$ cat config.mk
export PLATFORM = sky130hd
export DESIGN_NAME = dlfloat16_round_pack
export DESIGN_NICKNAME = d
export VERILOG_FILES = /design/src/rtl/dlfloat16_round_pack.sv
export SDC_FILE = /design/constraint.sdc
export NUM_CORES = 1
export LEC_CHECK = 0
export ABC_AREA = 1
export CAP_MARGIN = 30
export CELL_PAD_IN_SITES_DETAIL_PLACEMENT = 1
export CELL_PAD_IN_SITES_GLOBAL_PLACEMENT = 2
export CORE_AREA = 4 4 108 120
export DETAILED_ROUTE_END_ITERATION = 10
export DIE_AREA = 0 0 112 124
export PLACE_DENSITY_LB_ADDON = 0.12
export SYNTH_ARGS = -nofsm -noshare
export SYNTH_HDL_FRONTEND = slang
export SYNTH_SLANG_ARGS = --single-unit
$ cat constraint.sdc
create_clock -name clk -period 2.5 [get_ports clk]
set_clock_uncertainty 0.1 [all_clocks]
set_input_delay 0.75 -clock clk [delete_from_list [all_inputs] [get_ports clk]]
set_output_delay 0.75 -clock clk [all_outputs]
set_load 0.05 [all_outputs]
$ cat src/rtl/dlfloat16_round_pack.sv
// Round-to-nearest-even and pack stage for the DLfloat16 square-root result.
// One-cycle registered output with a skid register so in_ready never depends on out_ready.
module dlfloat16_round_pack #(
  parameter bit          SATURATE = 1'b1,
  parameter logic [15:0] NAN_CODE = 16'hFFFF
) (
  input  logic        clk,
  input  logic        rst_n,
  input  logic        in_valid,
  output logic        in_ready,
  input  logic [19:0] in_data,
  input  logic [4:0]  in_flags,
  output logic        out_valid,
  input  logic        out_ready,
  output logic [15:0] out_data,
  output logic [4:0]  out_flags,
  output logic [4:0]  fflags,
  input  logic        fflags_clr
);

  // Flag bit order: {invalid, inexact, overflow, underflow, div_by_zero}
  localparam logic [4:0] FL_INV = 5'b10000;
  localparam logic [4:0] FL_NX  = 5'b01000;
  localparam logic [4:0] FL_OF  = 5'b00100;
  localparam logic [4:0] FL_UF  = 5'b00010;

  logic        sign;
  logic [5:0]  exp_in;
  logic [12:0] mant;
  logic        lsb, guard, sticky, round_up, overflow;
  logic [9:0]  frac_sum;
  logic [8:0]  frac_r;
  logic [6:0]  exp_r;
  logic [15:0] res_data;
  logic [4:0]  res_flags;

  assign sign   = in_data[19];
  assign exp_in = in_data[18:13];
  assign mant   = in_data[12:0];
  assign lsb    = mant[4];
  assign guard  = mant[3];
  assign sticky = |mant[2:0];

  always_comb begin
    round_up = guard & (sticky | lsb);
    frac_sum = {1'b0, mant[12:4]} + {9'd0, round_up};
    if (frac_sum[9]) begin
      frac_r = 9'd0;
      exp_r  = {1'b0, exp_in} + 7'd1;
    end else begin
      frac_r = frac_sum[8:0];
      exp_r  = {1'b0, exp_in};
    end
    // Upstream overflow forces the same saturate/NaN handling as a rounding overflow.
    overflow = exp_r[6] | ((exp_r[5:0] == 6'h3F) & (frac_r == 9'h1FF)) | in_flags[2];

    res_data  = {sign, exp_r[5:0], frac_r};
    res_flags = in_flags | ((guard | sticky) ? FL_NX : 5'd0);
    if ((in_data == 20'hFFFFF) || in_flags[4]) begin
      res_data  = NAN_CODE;
      res_flags = in_flags | FL_INV;
    end else if (exp_in == 6'd0) begin
      res_data  = {sign, 15'd0};
      res_flags = in_flags | ((mant != 13'd0) ? (FL_UF | FL_NX) : 5'd0);
    end else if (overflow) begin
      res_data  = SATURATE ? {sign, 15'h7FFE} : NAN_CODE;
      res_flags = in_flags | FL_OF | FL_NX;
    end
  end

  logic        out_valid_q, out_valid_d;
  logic [15:0] out_data_q, out_data_d;
  logic [4:0]  out_flags_q, out_flags_d;
  logic        skid_valid_q, skid_valid_d;
  logic [15:0] skid_data_q, skid_data_d;
  logic [4:0]  skid_flags_q, skid_flags_d;
  logic [4:0]  fflags_q, fflags_d;
  logic        accept, emit, out_load;

  // Handshake: a beat moves on a rising edge where valid and ready are both high.
  assign accept   = in_valid & ~skid_valid_q;
  assign emit     = out_valid_q & out_ready;
  assign out_load = ~out_valid_q | emit;

  always_comb begin
    out_valid_d  = out_valid_q;
    out_data_d   = out_data_q;
    out_flags_d  = out_flags_q;
    skid_valid_d = skid_valid_q;
    skid_data_d  = skid_data_q;
    skid_flags_d = skid_flags_q;
    fflags_d     = (fflags_clr ? 5'd0 : fflags_q) | (emit ? out_flags_q : 5'd0);
    if (out_load) begin
      // A held skid beat is older than anything on the input, so it goes first.
      if (skid_valid_q) begin
        out_valid_d  = 1'b1;
        out_data_d   = skid_data_q;
        out_flags_d  = skid_flags_q;
        skid_valid_d = 1'b0;
      end else if (accept) begin
        out_valid_d = 1'b1;
        out_data_d  = res_data;
        out_flags_d = res_flags;
      end else begin
        out_valid_d = 1'b0;
      end
    end else if (accept) begin
      skid_valid_d = 1'b1;
      skid_data_d  = res_data;
      skid_flags_d = res_flags;
    end
  end

  always_ff @(posedge clk) begin
    if (!rst_n) begin
      out_valid_q  <= 1'b0;
      out_data_q   <= 16'd0;
      out_flags_q  <= 5'd0;
      skid_valid_q <= 1'b0;
      skid_data_q  <= 16'd0;
      skid_flags_q <= 5'd0;
      fflags_q     <= 5'd0;
    end else begin
      out_valid_q  <= out_valid_d;
      out_data_q   <= out_data_d;
      out_flags_q  <= out_flags_d;
      skid_valid_q <= skid_valid_d;
      skid_data_q  <= skid_data_d;
      skid_flags_q <= skid_flags_d;
      fflags_q     <= fflags_d;
    end
  end

  assign in_ready  = ~skid_valid_q;
  assign out_valid = out_valid_q;
  assign out_data  = out_data_q;
  assign out_flags = out_flags_q;
  assign fflags    = fflags_q;

endmodule

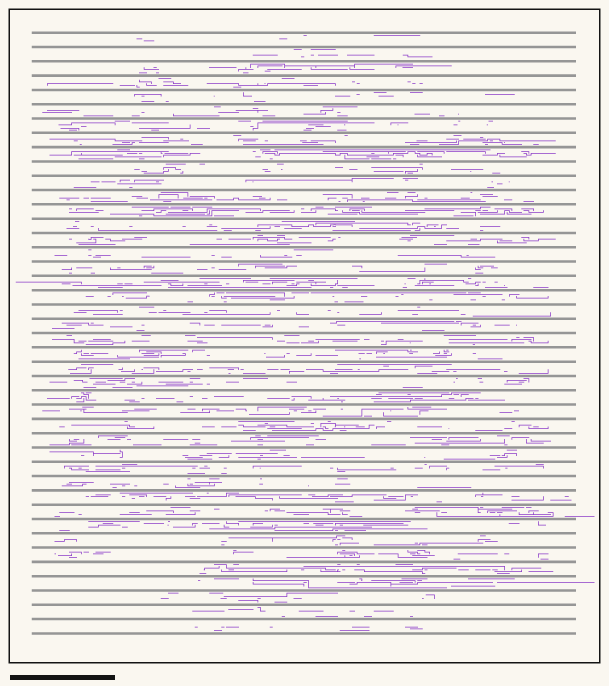
Figure 1: run 1, the metal 1 layer.
Scale bar: 20 µm. Supply wires on this layer in gray.
nets with wire on the layer: 537
main direction: horizontal
wire length on this layer: 4230 µm
share of all routed wire: 44%
GR Util met1: 0.165
DR vias: 3230
final WL: 9570 µm

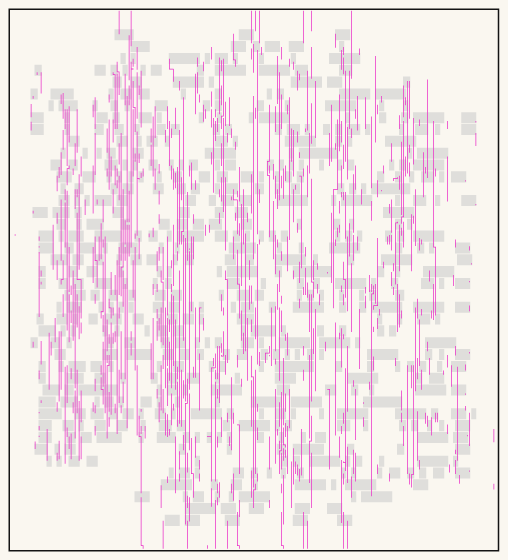
Figure 2: run 1, signal wires on met2.
Cells faint in the background.
share of all routed wire: 51%
longest straight run: 46.6 µm
M2 GR Usage: 0.267

==> out/results.ini, run 1 <==
[power]
p_clk_frac=0.317
totalPowerFinal_w=0.00213
p_switching_w=0.000661
netSwitchingFraction=0.310
p_per_area_mw_per_mm2=474
p_clk_w=0.000675
seq_power_w=0.000850

[outcome]
status=finished, final reports clean

[placed_design]
portBuffers=57
dp_hpwl_um=7070
gp_congestion=0.778

[finish]
utilization=0.380
mi_logic_area_mm2=0.00172
fin_nets=602
buffers=134
clk_share=0.0317
fill_cells=1502

[floorplan]
fp_util=0.243
io_pins=58
die_w_um=112
die_area_mm2=0.0139

[grt]
overflow=0
grt_usage=0.140
busiest_layer=met2

[setup_path]
required_ns=2.62
r2r-start=out_valid
arrival_ns=2.51
reg2reg_to=skid_data_q[15]

[hold_path]
min_to=fflags[1]

[logic_synthesis]
synth_top_cell_by_count=nand2_1
logic_family=simple AND/OR/NAND/NOR gates
compound_area_frac=0.217
ys_seq_frac=0.342
synth.distinct_cells=35
syn-cell-area_mm2=0.00287
yosys_warnings=0
area_leaders=dfxtp_1 (34%), nand2_1 (14%), a21oi_1 (10%), inv_1 (9.8%), o21ai_0 (4.0%)

[drt]
viasPerCell=4.47
wl_per_cell_um=13.2
ant_nets=0
drcViolationCount=0

[timing]
finalSetupViolCount=0
max_freq_mhz=418

[flow_run]
drv_cap=0

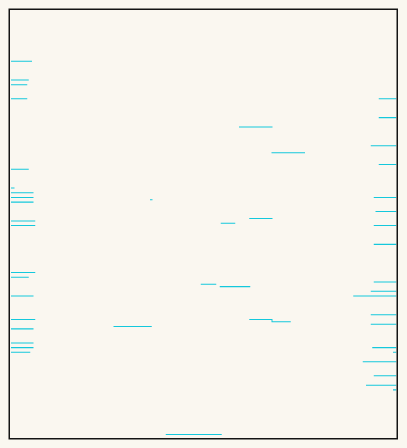
Figure 3: run 1, M3 wires.
share of all routed wire: 3.2%
longest straight run: 15.9 µm
wire length on this layer: 304 µm
main direction: horizontal
M3 GR Usage: 0.0151

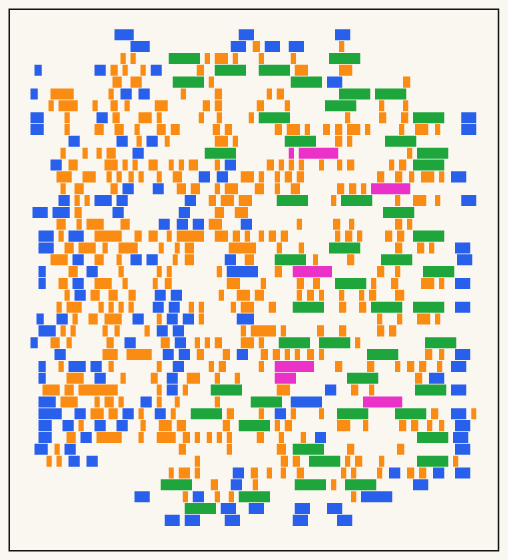
Figure 4: run 1, placed cells, one color a class.
| class | color | cells | share of their area |
|---|---|---|---|
| clock drivers and dummy loads | magenta | 7 | 3.3% |
| remaining logic cells | orange | 379 | 47% |
| remaining buffers and delay cells | blue | 134 | 27% |
| registers | green | 49 | 23% |

--- run 2 (diff from run 1) ---
--- a/config.mk
+++ b/config.mk
@@ -10,6 +10,7 @@
 export CELL_PAD_IN_SITES_DETAIL_PLACEMENT = 1
 export CELL_PAD_IN_SITES_GLOBAL_PLACEMENT = 2
 export CORE_AREA = 4 4 108 120
+export CTS_CLUSTER_DIAMETER = 60
 export DETAILED_ROUTE_END_ITERATION = 10
 export DIE_AREA = 0 0 112 124
 export PLACE_DENSITY_LB_ADDON = 0.12
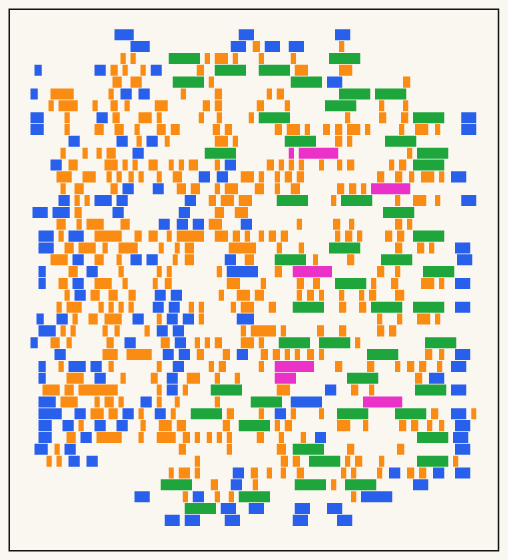
Figure 5: run 2, placed cells, one color a class.
| class | color | cells | share of their area |
|---|---|---|---|
| registers | green | 49 | 23% |
| remaining buffers and delay cells | blue | 134 | 27% |
| clock drivers and dummy loads | magenta | 7 | 3.3% |
| remaining logic cells | orange | 379 | 47% |

==> out/results.ini, run 2 <==
[clocking]
cts_tree=done  ; unchanged
clkLatencyLatePin_ns=0.29  ; about the same
cts_buffers=5  ; unchanged
cts_buffer_depth=2  ; unchanged

[grt]
grtUsageMet2=0.267  ; unchanged
grt_usage=0.140  ; unchanged
use_met1=0.165  ; unchanged
grt_start_max_net_pins=45  ; unchanged
overflow=0  ; unchanged
globalRouteMet3Util=0.0151  ; unchanged
grt_pass1_wl_um=15800  ; unchanged
busiest_layer=met2  ; unchanged

[timing]
min_period_ns=2.39  ; unchanged
finalSetupTns_ns=0  ; unchanged
tightest_slew_ns=0.564  ; unchanged
slew_headroom=0.624  ; unchanged
drv_slew=0  ; unchanged
fin_hold_ws_ns=0.363  ; unchanged
max_freq_mhz=418  ; unchanged
finalSetupViolCount=0  ; unchanged

[setup_path]
cp-endpoint=out_data[0]  ; unchanged
required_ns=2.62  ; about the same
arrival_ns=2.51  ; about the same
cpPeakStageDelay_ns=0.17  ; about the same
reg2reg_slack_ns=0.85  ; about the same
startpoint=in_data[3]  ; unchanged
start_kind=primary input  ; unchanged
r2r-start=out_valid  ; unchanged
crit_fanout=8  ; unchanged
reg2reg_to=skid_data_q[15]  ; unchanged

[hold_path]
min_to=fflags[1]  ; unchanged
hold_depth=2  ; unchanged

[logic_synthesis]
ys_seq_frac=0.342  ; unchanged
synth_top_cell_by_count=nand2_1  ; unchanged
yosys_warnings=0  ; unchanged
synth_cells=443  ; unchanged
logic_family=simple AND/OR/NAND/NOR gates  ; unchanged
yosys.area_share.adder=0.0131  ; unchanged
ys_area_mm2=0.00287  ; unchanged
synth.distinct_cells=35  ; unchanged
syn-cell-area_mm2=0.00287  ; unchanged
ys_sh_simple=0.282  ; unchanged
avgSynthCellArea_um2=6.48  ; unchanged
synthFlopType=dfxtp_1  ; unchanged
area_leaders=dfxtp_1 (34%), nand2_1 (14%), a21oi_1 (10%), inv_1 (9.8%), o21ai_0 (4.0%)  ; unchanged
compound_area_frac=0.217  ; unchanged

[floorplan]
die_area_mm2=0.0139  ; unchanged
die_w_um=112  ; unchanged
fp_util=0.243  ; unchanged
io_pins=58  ; unchanged
num_rows=42  ; unchanged

[drt]
wl_met1_um=4230  ; unchanged
highest_layer=met4  ; unchanged
drcViolationCount=0  ; unchanged
viasPerCell=4.47  ; unchanged
ant_nets=0  ; unchanged
wl_um=9570  ; unchanged
vias=3230  ; unchanged
wl_per_cell_um=13.2  ; unchanged

[finish]
fill_cells=1502  ; unchanged
utilization=0.380  ; unchanged
buffers=134  ; unchanged
areaGrowthSynthToFinish_pct=56.7  ; unchanged
sh_seq_area=0.218  ; unchanged
n_clock_buffer=7  ; unchanged
clk_share=0.0317  ; unchanged
fin_nets=602  ; unchanged
comb_share=0.383  ; unchanged
mi_logic_area_mm2=0.00172  ; unchanged
inverters=78  ; unchanged
lay_top_cells=nand2_1 (93), buf_4 (71), inv_1 (70), a21oi_1 (52), dfxtp_1 (49)  ; unchanged
multi_input_comb_cells=301  ; unchanged

[power]
internal_power_w=0.00147  ; unchanged
combPwrFrac=0.285  ; about the same
seq_power_w=0.000850  ; about the same
p_leak_nw=2.10  ; unchanged
p_per_area_mw_per_mm2=474  ; unchanged
netSwitchingFraction=0.310  ; unchanged
p_switching_w=0.000661  ; unchanged
p_clk_w=0.000675  ; about the same
p_seq_frac=0.399  ; about the same
p_clk_frac=0.317  ; about the same
totalPowerFinal_w=0.00213  ; unchanged

[placed_design]
place_area_mm2=0.00401  ; unchanged
gp_congestion=0.778  ; unchanged
place_ws_ns=-0.737  ; unchanged
dp_hpwl_um=7070  ; unchanged
portBuffers=57  ; unchanged

[outcome]
status=finished, final reports clean  ; unchanged

[flow_run]
drv_cap=0  ; unchanged

